[src/rtl/rv32_muldiv_exec_stage.sv]
// rv32_muldiv_exec_stage
//   Execute-stage unit for the RV32M extension. Multiplies complete in
//   MUL_CYCLES cycles; divides use a restoring radix-2 divider (one quotient
//   bit per cycle). Results are registered into the exec->mem buffer.
//
// Ports
//   clk, resetn          clock, synchronous active-low reset
//   in_valid/in_op/...   instruction from upstream (held stable while stall=1)
//   mem_stall            memory stage stall: freezes the whole unit
//   stall                upstream must hold its inputs
//   out_valid/pc/rd/res  exec->mem buffer (all zero when it holds a bubble)
//   dbg_state            current FSM state, for observation only
//
// Handshake: an instruction with in_valid=1 is consumed at the first rising
// edge where stall=0; until then upstream holds every in_* stable. The
// output buffer loads on every edge with mem_stall=0 and holds otherwise.
module rv32_muldiv_exec_stage #(
  parameter int MUL_CYCLES = 1
) (
  input  logic        clk,
  input  logic        resetn,
  input  logic        in_valid,
  input  logic [2:0]  in_op,
  input  logic [31:0] in_rs1,
  input  logic [31:0] in_rs2,
  input  logic [4:0]  in_rd,
  input  logic [31:0] in_pc,
  input  logic        mem_stall,
  output logic        stall,
  output logic        out_valid,
  output logic [31:0] out_pc,
  output logic [4:0]  out_rd,
  output logic [31:0] out_result,
  output logic [1:0]  dbg_state
);

  typedef enum logic [1:0] {
    S_IDLE     = 2'd0,
    S_MUL_WAIT = 2'd1,
    S_DIV      = 2'd2,
    S_FINISH   = 2'd3
  } state_e;

  state_e      state_q, state_d;
  logic [4:0]  cnt_q, cnt_d;
  logic        is_div_q, is_div_d;
  logic        is_rem_q, is_rem_d;
  logic        neg_q_q, neg_q_d;
  logic        neg_r_q, neg_r_d;
  logic [31:0] dvd_q, dvd_d;   // dividend shifting out, quotient shifting in
  logic [31:0] dvs_q, dvs_d;   // divisor magnitude
  logic [31:0] rem_q, rem_d;   // partial remainder magnitude
  logic        out_valid_q, out_valid_d;
  logic [31:0] out_pc_q, out_pc_d;
  logic [4:0]  out_rd_q, out_rd_d;
  logic [31:0] out_result_q, out_result_d;

  // Multiply: sign-extend to 64 bits so a plain 64-bit product is exact.
  logic        mul_sa, mul_sb;
  logic [63:0] mul_a, mul_b, mul_p;
  logic [31:0] mul_res;

  always_comb begin
    mul_sa  = (in_op[1:0] == 2'b01) || (in_op[1:0] == 2'b10);
    mul_sb  = (in_op[1:0] == 2'b01);
    mul_a   = {{32{mul_sa & in_rs1[31]}}, in_rs1};
    mul_b   = {{32{mul_sb & in_rs2[31]}}, in_rs2};
    mul_p   = mul_a * mul_b;
    mul_res = (in_op[1:0] == 2'b00) ? mul_p[31:0] : mul_p[63:32];
  end

  // Divide operand decode and single-cycle special cases.
  logic        div_signed, div_rem, a_neg, b_neg, div_zero, div_ovf;
  logic [31:0] abs_a, abs_b, special_res;

  always_comb begin
    div_signed  = ~in_op[0];
    div_rem     = in_op[1];
    a_neg       = div_signed & in_rs1[31];
    b_neg       = div_signed & in_rs2[31];
    abs_a       = a_neg ? -in_rs1 : in_rs1;
    abs_b       = b_neg ? -in_rs2 : in_rs2;
    div_zero    = (in_rs2 == 32'd0);
    div_ovf     = div_signed && (in_rs1 == 32'h8000_0000) && (in_rs2 == 32'hFFFF_FFFF);
    if (div_zero) special_res = div_rem ? in_rs1 : 32'hFFFF_FFFF;
    else          special_res = div_rem ? 32'd0  : 32'h8000_0000;
  end

  // One restoring step: shift in the next dividend bit, try to subtract.
  logic [32:0] rem_sh, diff;
  logic        q_bit;
  logic [31:0] div_res;

  always_comb begin
    rem_sh  = {rem_q, dvd_q[31]};
    diff    = rem_sh - {1'b0, dvs_q};
    q_bit   = ~diff[32];
    if (is_rem_q) div_res = neg_r_q ? -rem_q : rem_q;
    else          div_res = neg_q_q ? -dvd_q : dvd_q;
  end

  logic        busy, done;
  logic [31:0] res;

  always_comb begin
    state_d  = state_q;
    cnt_d    = cnt_q;
    is_div_d = is_div_q;
    is_rem_d = is_rem_q;
    neg_q_d  = neg_q_q;
    neg_r_d  = neg_r_q;
    dvd_d    = dvd_q;
    dvs_d    = dvs_q;
    rem_d    = rem_q;
    busy     = 1'b0;
    done     = 1'b0;
    res      = 32'd0;
    case (state_q)
      S_IDLE: begin
        if (in_valid) begin
          if (!in_op[2]) begin
            if (MUL_CYCLES == 1) begin
              done = 1'b1;
              res  = mul_res;
            end else begin
              busy     = 1'b1;
              is_div_d = 1'b0;
              cnt_d    = 5'(MUL_CYCLES - 2);
              // With two cycles the accept cycle is the only wait cycle.
              state_d  = (MUL_CYCLES == 2) ? S_FINISH : S_MUL_WAIT;
            end
          end else if (div_zero || div_ovf) begin
            done = 1'b1;
            res  = special_res;
          end else begin
            busy     = 1'b1;
            is_div_d = 1'b1;
            is_rem_d = div_rem;
            neg_q_d  = a_neg ^ b_neg;
            neg_r_d  = a_neg;
            dvd_d    = abs_a;
            dvs_d    = abs_b;
            rem_d    = 32'd0;
            cnt_d    = 5'd0;
            state_d  = S_DIV;
          end
        end
      end
      S_MUL_WAIT: begin
        // Leave when the count reaches zero so the buffer loads exactly
        // MUL_CYCLES edges after accept.
        busy  = 1'b1;
        cnt_d = cnt_q - 5'd1;
        if (cnt_q == 5'd1) state_d = S_FINISH;
      end
      S_DIV: begin
        busy  = 1'b1;
        rem_d = q_bit ? diff[31:0] : rem_sh[31:0];
        dvd_d = {dvd_q[30:0], q_bit};
        cnt_d = cnt_q + 5'd1;
        if (cnt_q == 5'd31) state_d = S_FINISH;
      end
      default: begin
        done    = 1'b1;
        res     = is_div_q ? div_res : mul_res;
        state_d = S_IDLE;
      end
    endcase
    out_valid_d  = done;
    out_pc_d     = done ? in_pc : 32'd0;
    out_rd_d     = done ? in_rd : 5'd0;
    out_result_d = res;
  end

  always_ff @(posedge clk) begin
    if (!resetn) begin
      state_q      <= S_IDLE;
      cnt_q        <= 5'd0;
      is_div_q     <= 1'b0;
      is_rem_q     <= 1'b0;
      neg_q_q      <= 1'b0;
      neg_r_q      <= 1'b0;
      dvd_q        <= 32'd0;
      dvs_q        <= 32'd0;
      rem_q        <= 32'd0;
      out_valid_q  <= 1'b0;
      out_pc_q     <= 32'd0;
      out_rd_q     <= 5'd0;
      out_result_q <= 32'd0;
    end else if (!mem_stall) begin
      state_q      <= state_d;
      cnt_q        <= cnt_d;
      is_div_q     <= is_div_d;
      is_rem_q     <= is_rem_d;
      neg_q_q      <= neg_q_d;
      neg_r_q      <= neg_r_d;
      dvd_q        <= dvd_d;
      dvs_q        <= dvs_d;
      rem_q        <= rem_d;
      out_valid_q  <= out_valid_d;
      out_pc_q     <= out_pc_d;
      out_rd_q     <= out_rd_d;
      out_result_q <= out_result_d;
    end
  end

  assign stall      = mem_stall | busy;
  assign out_valid  = out_valid_q;
  assign out_pc     = out_pc_q;
  assign out_rd     = out_rd_q;
  assign out_result = out_result_q;
  assign dbg_state  = state_q;

endmodule

[config.mk]
export PLATFORM = sky130hd
export DESIGN_NAME = rv32_muldiv_exec_stage
export DESIGN_NICKNAME = d
export VERILOG_FILES = /design/src/rtl/rv32_muldiv_exec_stage.sv
export SDC_FILE = /design/constraint.sdc
export NUM_CORES = 2
export LEC_CHECK = 0
export CELL_PAD_IN_SITES_DETAIL_PLACEMENT = 0
export CELL_PAD_IN_SITES_GLOBAL_PLACEMENT = 1
export CORE_MARGIN = 5
export CORE_UTILIZATION = 35
export CTS_CLUSTER_DIAMETER = 30
export DETAILED_ROUTE_END_ITERATION = 16
export GPL_TIMING_DRIVEN = 0
export PLACE_DENSITY = 0.71
export SYNTH_ARGS = -nofsm -noshare
export SYNTH_HDL_FRONTEND = slang
export SYNTH_SLANG_ARGS = --single-unit
[constraint.sdc]
create_clock -name clk -period 17.93 [get_ports clk]
set_input_delay 5.379 -clock clk [delete_from_list [all_inputs] [get_ports clk]]
set_output_delay 5.379 -clock clk [all_outputs]
set_load 0.02 [all_outputs]
==> images/layer_met2.png <==
The bar under the picture is 100 um long.
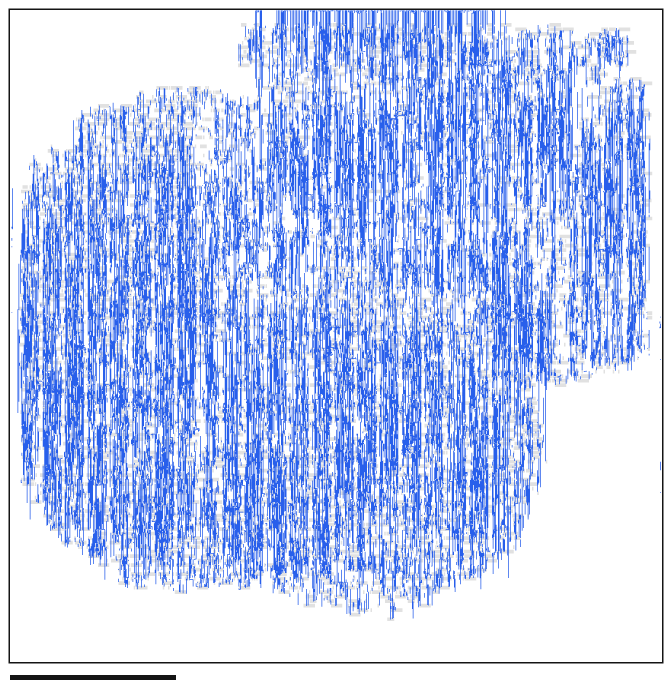
main direction	vertical
longest straight run	116 um
Vias: 45,300
Routed Wire Length: 234,000 um

==> images/layer_met3.png <==
The bar under the picture is 100 um long.
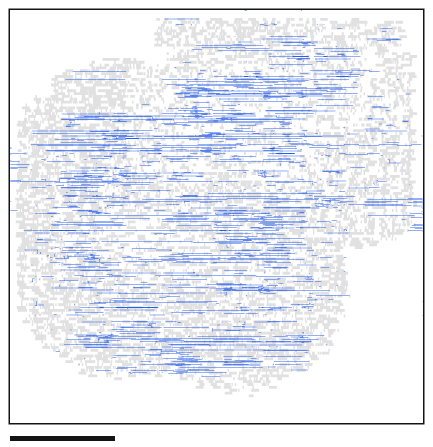
main direction	horizontal
nets with wire on the layer	670

==> images/layer_met4.png <==
The bar under the picture is 100 um long.
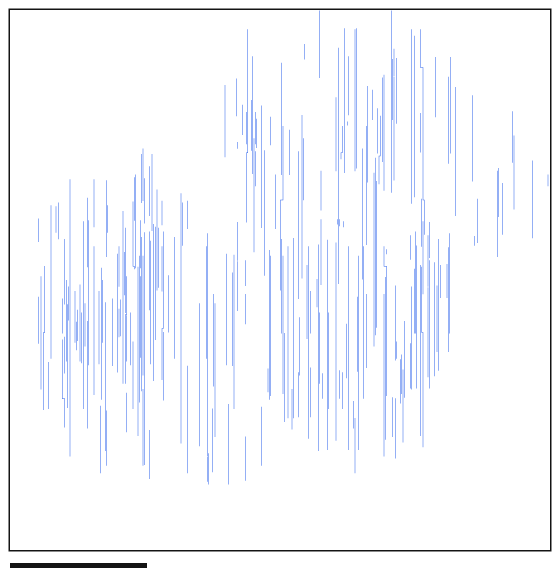
share of all routed wire	6.3%
main direction	vertical
longest straight run	202 um

==> images/layer_met1.png <==
The bar under the picture is 100 um long.
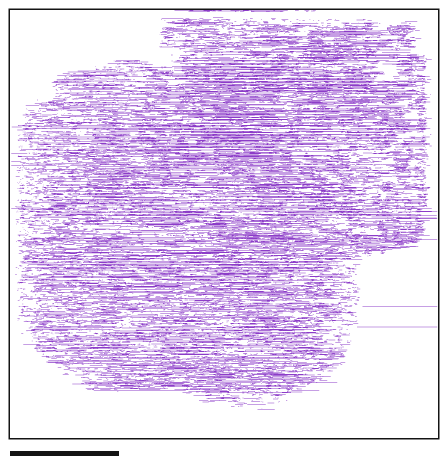
main direction	horizontal
share of all routed wire	40%
nets with wire on the layer	7,312
wire length on this layer	94.0 mm
met1 GRT Util: 0.391

==> Slide: Implementation Results <==
Synthesis and Place & Route Summary

Layout
  – Fin nets: between 7,000 and 8,000
  – Final std cells w/o fill: 8,306

GRT
  – First-pass GRT wire length: about 340,000 um
  – Largest net degree at the start of global routing: 25

Placement
  – Dpl hpwl: 194,000 um
  – Placed Cells incl. Taps: around 8,300

CTS
  – Post CTS Setup Buffer Count: 0
  – CTS Root Cell: clkbuf_16
  – Clock sink total: 177
  – Hold_buf cts: 0

Synth
  – Synth Area in Compound Gates: 0.102
  – Post-synth top flop: dfxtp_1
  – EDFF count, synth: 0
  – Area figure in the yosys stat output: just over 0.05 mm^2
  – FFs w/ async S/R, synth: 0
  – Synth mux share: 0.00383
  – Syn Std Cell Area: just over 0.05 mm^2
  – Simple-Gate Area Share: 0.167
  – Ys flops: 177

Final timing
  – Pins over their slew limit: 9
  – Final min period: approximately 17 ns

Floorplanning
  – Die extent in y: 394 um

Job
  – Maximum capacitance violations: 2

Outcome
  – Failing checks: capacitance limit, slew limit
  – Status: finished, violations left

Hold path
  – Worst hold start: dvs_q[0]
  – Worst Hold Path EP: dvs_q[0]

Critical path
  – Setup crit end: out_result[29]
  – RR Startpoint: dvd_q[31]
  – Critical path arrival: roughly 18 ns

Drt
  – DR DRC count: 0
